## src/rtl/guard_histogram_pkg.sv

```systemverilog
// Shared definitions for the guard histogram consumer: the classifier's
// sign codes and the two-state encoding of the accumulate/report FSM.
package guard_histogram_pkg;

    // Codes produced by the sign classifier, one per histogram bin
    localparam logic [1:0] CLS_NEG  = 2'd0;
    localparam logic [1:0] CLS_POS  = 2'd1;
    localparam logic [1:0] CLS_ZERO = 2'd2;

    // Accumulating arguments of a packet, or holding the finished report
    typedef enum logic {
        ST_ACCUM  = 1'b0,
        ST_REPORT = 1'b1
    } state_t;

endpackage

```

## src/rtl/guard_histogram_sign_class.sv

```systemverilog
// Combinational sign classifier. The guards are evaluated in order:
// less than zero, then greater than zero, otherwise zero.
module sign_class
    import guard_histogram_pkg::*;
#(
    parameter int WIDTH = 8
) (
    input  logic [WIDTH-1:0] data,
    output logic [1:0]       code
);

    // The sign bit alone decides "less than zero" for two's-complement data,
    // so 0x80 lands in the negative bin and 0x7F in the positive bin.
    always_comb begin
        code = CLS_ZERO;
        if (data[WIDTH-1]) begin
            code = CLS_NEG;
        end else if (data != '0) begin
            code = CLS_POS;
        end
    end

endmodule

```

## src/rtl/guard_histogram.sv

```systemverilog
// Packet histogram of argument signs. Arguments stream in over a
// valid/ready port and are binned by sign; when the last argument of a
// packet has been counted the three bin counts, their total and a sticky
// saturation flag are offered on a held output handshake.
module guard_histogram
    import guard_histogram_pkg::*;
#(
    parameter int WIDTH = 8,
    parameter int CNT_W = 16
) (
    input  logic               clock,
    input  logic               reset,
    input  logic               in_valid,
    output logic               in_ready,
    input  logic [WIDTH-1:0]   in_data,
    input  logic               in_last,
    output logic               out_valid,
    input  logic               out_ready,
    output logic [CNT_W-1:0]   out_neg,
    output logic [CNT_W-1:0]   out_pos,
    output logic [CNT_W-1:0]   out_zero,
    output logic [CNT_W+1:0]   out_total,
    output logic               out_sat
);

    localparam logic [CNT_W-1:0] CNT_MAX = '1;

    state_t           state;
    state_t           next_state;
    logic [1:0]       cls_code;
    logic             accept;
    logic             report_done;
    logic             hit_neg;
    logic             hit_pos;
    logic             hit_zero;
    logic             full_neg;
    logic             full_pos;
    logic             full_zero;
    logic             sat_hit;
    logic [CNT_W-1:0] cnt_neg;
    logic [CNT_W-1:0] cnt_pos;
    logic [CNT_W-1:0] cnt_zero;
    logic             sat_flag;

    sign_class #(
        .WIDTH (WIDTH)
    ) u_sign_class (
        .data (in_data),
        .code (cls_code)
    );

    assign accept      = in_valid & in_ready;
    assign report_done = out_valid & out_ready;

    assign hit_neg  = accept && (cls_code == CLS_NEG);
    assign hit_pos  = accept && (cls_code == CLS_POS);
    assign hit_zero = accept && (cls_code == CLS_ZERO);

    assign full_neg  = (cnt_neg  == CNT_MAX);
    assign full_pos  = (cnt_pos  == CNT_MAX);
    assign full_zero = (cnt_zero == CNT_MAX);

    // An increment that would wrap is swallowed and remembered instead
    assign sat_hit = (hit_neg && full_neg) || (hit_pos && full_pos) || (hit_zero && full_zero);

    // State register
    always_ff @(posedge clock or posedge reset) begin
        if (reset) begin
            state <= ST_ACCUM;
        end else begin
            state <= next_state;
        end
    end

    // Leave ACCUM once the last argument is taken; leave REPORT on handshake
    always_comb begin
        next_state = state;
        case (state)
            ST_ACCUM: begin
                if (accept && in_last) begin
                    next_state = ST_REPORT;
                end
            end
            ST_REPORT: begin
                if (out_ready) begin
                    next_state = ST_ACCUM;
                end
            end
            default: next_state = ST_ACCUM;
        endcase
    end

    // Handshake strobes depend only on the registered state, never on the
    // incoming valid/ready, so neither port sees a combinational path
    always_comb begin
        in_ready  = 1'b0;
        out_valid = 1'b0;
        case (state)
            ST_ACCUM:  in_ready  = 1'b1;
            ST_REPORT: out_valid = 1'b1;
            default: begin
                in_ready  = 1'b0;
                out_valid = 1'b0;
            end
        endcase
    end

    // Negative-bin counter, saturating, cleared when the report is taken
    always_ff @(posedge clock or posedge reset) begin
        if (reset) begin
            cnt_neg <= '0;
        end else if (report_done) begin
            cnt_neg <= '0;
        end else if (hit_neg && !full_neg) begin
            cnt_neg <= cnt_neg + 1'b1;
        end
    end

    // Positive-bin counter, saturating, cleared when the report is taken
    always_ff @(posedge clock or posedge reset) begin
        if (reset) begin
            cnt_pos <= '0;
        end else if (report_done) begin
            cnt_pos <= '0;
        end else if (hit_pos && !full_pos) begin
            cnt_pos <= cnt_pos + 1'b1;
        end
    end

    // Zero-bin counter, saturating, cleared when the report is taken
    always_ff @(posedge clock or posedge reset) begin
        if (reset) begin
            cnt_zero <= '0;
        end else if (report_done) begin
            cnt_zero <= '0;
        end else if (hit_zero && !full_zero) begin
            cnt_zero <= cnt_zero + 1'b1;
        end
    end

    // Sticky saturation flag covering the whole packet
    always_ff @(posedge clock or posedge reset) begin
        if (reset) begin
            sat_flag <= 1'b0;
        end else if (report_done) begin
            sat_flag <= 1'b0;
        end else if (sat_hit) begin
            sat_flag <= 1'b1;
        end
    end

    assign out_neg  = cnt_neg;
    assign out_pos  = cnt_pos;
    assign out_zero = cnt_zero;
    assign out_sat  = sat_flag;

    // Two guard bits keep the sum of three full counters from wrapping
    assign out_total = {2'b00, cnt_neg} + {2'b00, cnt_pos} + {2'b00, cnt_zero};

endmodule

```

## config.mk

```make
export PLATFORM = sky130hd
export DESIGN_NAME = guard_histogram
export DESIGN_NICKNAME = d
export VERILOG_FILES = /design/src/rtl/guard_histogram_pkg.sv /design/src/rtl/guard_histogram_sign_class.sv /design/src/rtl/guard_histogram.sv
export SDC_FILE = /design/constraint.sdc
export NUM_CORES = 1
export LEC_CHECK = 0
export ABC_AREA = 1
export CORE_MARGIN = 5
export CORE_UTILIZATION = 25
export CTS_CLUSTER_DIAMETER = 80
export DETAILED_ROUTE_END_ITERATION = 10
export PLACE_DENSITY = 0.54
export SYNTH_ARGS = -nofsm -noshare
export SYNTH_HDL_FRONTEND = slang
export SYNTH_SLANG_ARGS = --single-unit
export TNS_END_PERCENT = 20
```

## constraint.sdc

```tcl
create_clock -name clock -period 2.77 [get_ports clock]
set_clock_uncertainty 0.2 [all_clocks]
set_input_delay 0.6925 -clock clock [delete_from_list [all_inputs] [get_ports clock]]
set_output_delay 0.6925 -clock clock [all_outputs]
set_load 0.01 [all_outputs]
```

==> impl_metrics.json <==
{
  "top_cell": "nand2_1",
  "clock_path_buffers": 2,
  "ys_async_sr_fraction_pct": 100,
  "power-per-cell-area_nw_per_um2": 305,
  "p_leak_nw": 3.15,
  "gp_congestion": 0.868,
  "pwr-share-clk_pct": 31.8,
  "ys.flops": 50,
  "drt_iter0_markers": 239,
  "min_period_ns": 3.35,
  "fp_util_pct": 25.2,
  "status": "complete, but fails checks",
  "area_growth_pct": 47.7,
  "violations": "setup timing",
  "grt_pass1_vias": 4381,
  "rr_startpoint": "out_neg[1]",
  "finalClockPeriodUsage_pct": 121,
  "post-route-cell-area_um2": 6370,
  "firstDrtPassIters": 5,
  "route.detailed.drc": 0,
  "diodes": 0,
  "utilization_pct": 37.2,
  "syn_area_um2": 4310,
  "ys_cells": 625,
  "p_seq_share_pct": 40.1,
  "reg2regPathDepth": 10,
  "yosys.area_share.adder_pct": 13.1,
  "whs_path_depth": 2,
  "critPathMaxFanout": 2,
  "max_freq_ghz": 0.298,
  "endpoint": "out_total[13]",
  "cpPeakStageDelay_ns": 0.49,
  "cp_slowest_cell": "fa_1",
  "path_buffers": 1,
  "r2r-end": "out_neg[8]",
  "core_area_um2": 17100,
  "ys_top_cells_by_count": "nand2_1 (218), nor2_1 (86), nand3_1 (54)",
  "yosys.area_share.simple_pct": 39.5,
  "fin_nets": 843,
  "ys_seq_share_pct": 29.0,
  "xor_area_share_pct": 7.11,
  "enable_flop_cells": 0,
  "dp_hpwl_mm": 11.9,
  "yosys.area.top_type": "dfrtp_1",
  "clk_pin_slew_worst_paths_ns": 0.07,
  "drv_cap": 0,
  "cts.sinks": 50,
  "finalSetupViolations": 16,
  "worstMarginPinSlew_ns": 0.474,
  "fin_ws_ns": -0.583
}
-- metal layers --
| metal | up-vias | share of wire, % | GRT usage, % |
|---|---|---|---|
| li1 | 2346 | - | - |
| met1 | 2057 | 48 | 21.4 |
| met2 | 100 | 45 | 23.7 |
| met3 | 11 | 4.9 | 1.92 |
| met4 | 0 | 1.6 | 3.42 |
| met5 | - | 0 | 0 |
-- power groups by stage --
stage | clock, mW | combinational, mW | sequential (mW)
after floorplan | 0 | 0.238 | 0.820
after global placement | 0 | 0.554 | 0.791
after detailed placement | 0 | 0.556 | 0.792
after CTS | 0.631 | 0.549 | 0.778
after global routing | 0.661 | 0.600 | 0.782
final | 0.618 | 0.544 | 0.778
-- layout by cell type, fill, tap and decap left out, types with 9 or more instances in the layout --
master / count
nand2_1: 210
buf_4: 91
nor2_1: 82
clkdlybuf4s50_1: 63
nand3_1: 50
dfrtp_1: 47
inv_1: 44
xor2_1: 31
nand4_1: 24
o21ai_0: 17
fa_1: 15
buf_2: 12
ha_4: 10
nand2_2: 9
a21oi_2: 9
-- registers in the layout (all words and copies together) (netlist names) --
| signal | count |
|---|---|
| out_zero | 16 |
| out_neg | 16 |
| out_pos | 16 |
| state | 1 |
| out_sat | 1 |
-- what timing repair did --
action / 4_1_cts / 5_1_grt
pin swaps: 17 / 16
hold buffers: 0 / 0
endpoints found under the setup margin: 18 / 18
gates resized: 77 / 31
setup buffers: 1 / 4
-- layout make-up --
type | instances | area (um2)
Fill cell | 1833 | 10700
Multi-Input combinational cell | 517 | 3050
Timing Repair Buffer | 173 | 1450
Sequential cell | 50 | 1250
Tap cell | 225 | 282
Inverter | 48 | 185
Clock buffer | 6 | 129
Clock inverter | 2 | 13.8
-- worst min-delay path, delay by kind of cell (launching register included) --
kind | cells | cell delay [ns]
flops | 1 | 0.36
simple gates | 2 | 0.13
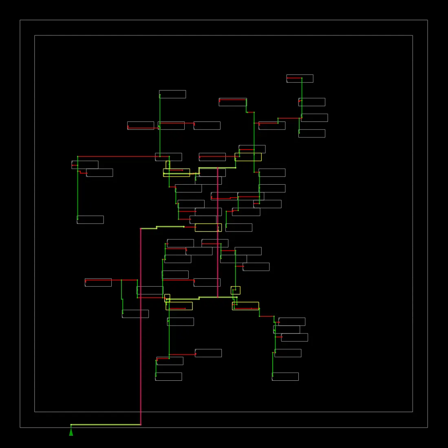
Figure 1: the clock network.
TritonCTS Buffers: 5
flop count: 50
Worst-Skew Late Latency: 0.29 ns
clk pwr: 0.618 mW
clkbuf count: 6

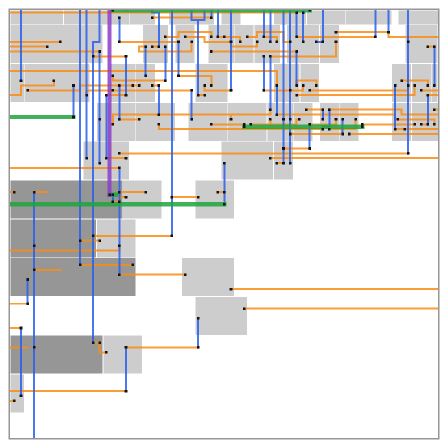
Figure 2: close-up of the layout.
Window x 91 to 121, y 20 to 50 um. Cells in gray, sequential cells in the stronger gray; small squares are vias.
[purple] met4
[green] met3
[orange] met1
[blue] met2
sequential cells in the window: 4
netlist names of flops here include: out_neg (4)
cells with their middle in the window: 41
most frequent: nand2_1 (9), buf_4 (9), dfrtp_1 (4)

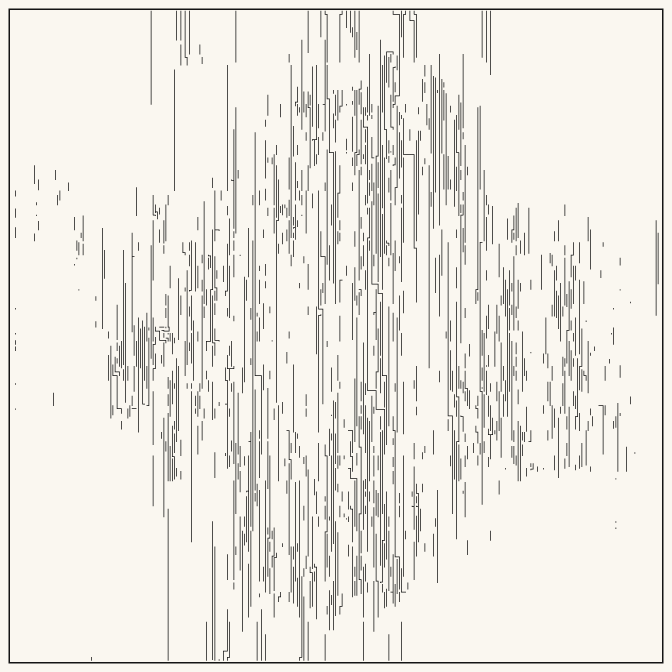
Figure 3: signal wires on met2.
nets with wire on the layer: 642
wire length on this layer: 6620 um
main direction: vertical
vias after detailed routing: 4514
WL final: 14.6 mm
met2 usage in global routing: 23.7%

Power is estimated from default activity; no workload was simulated.
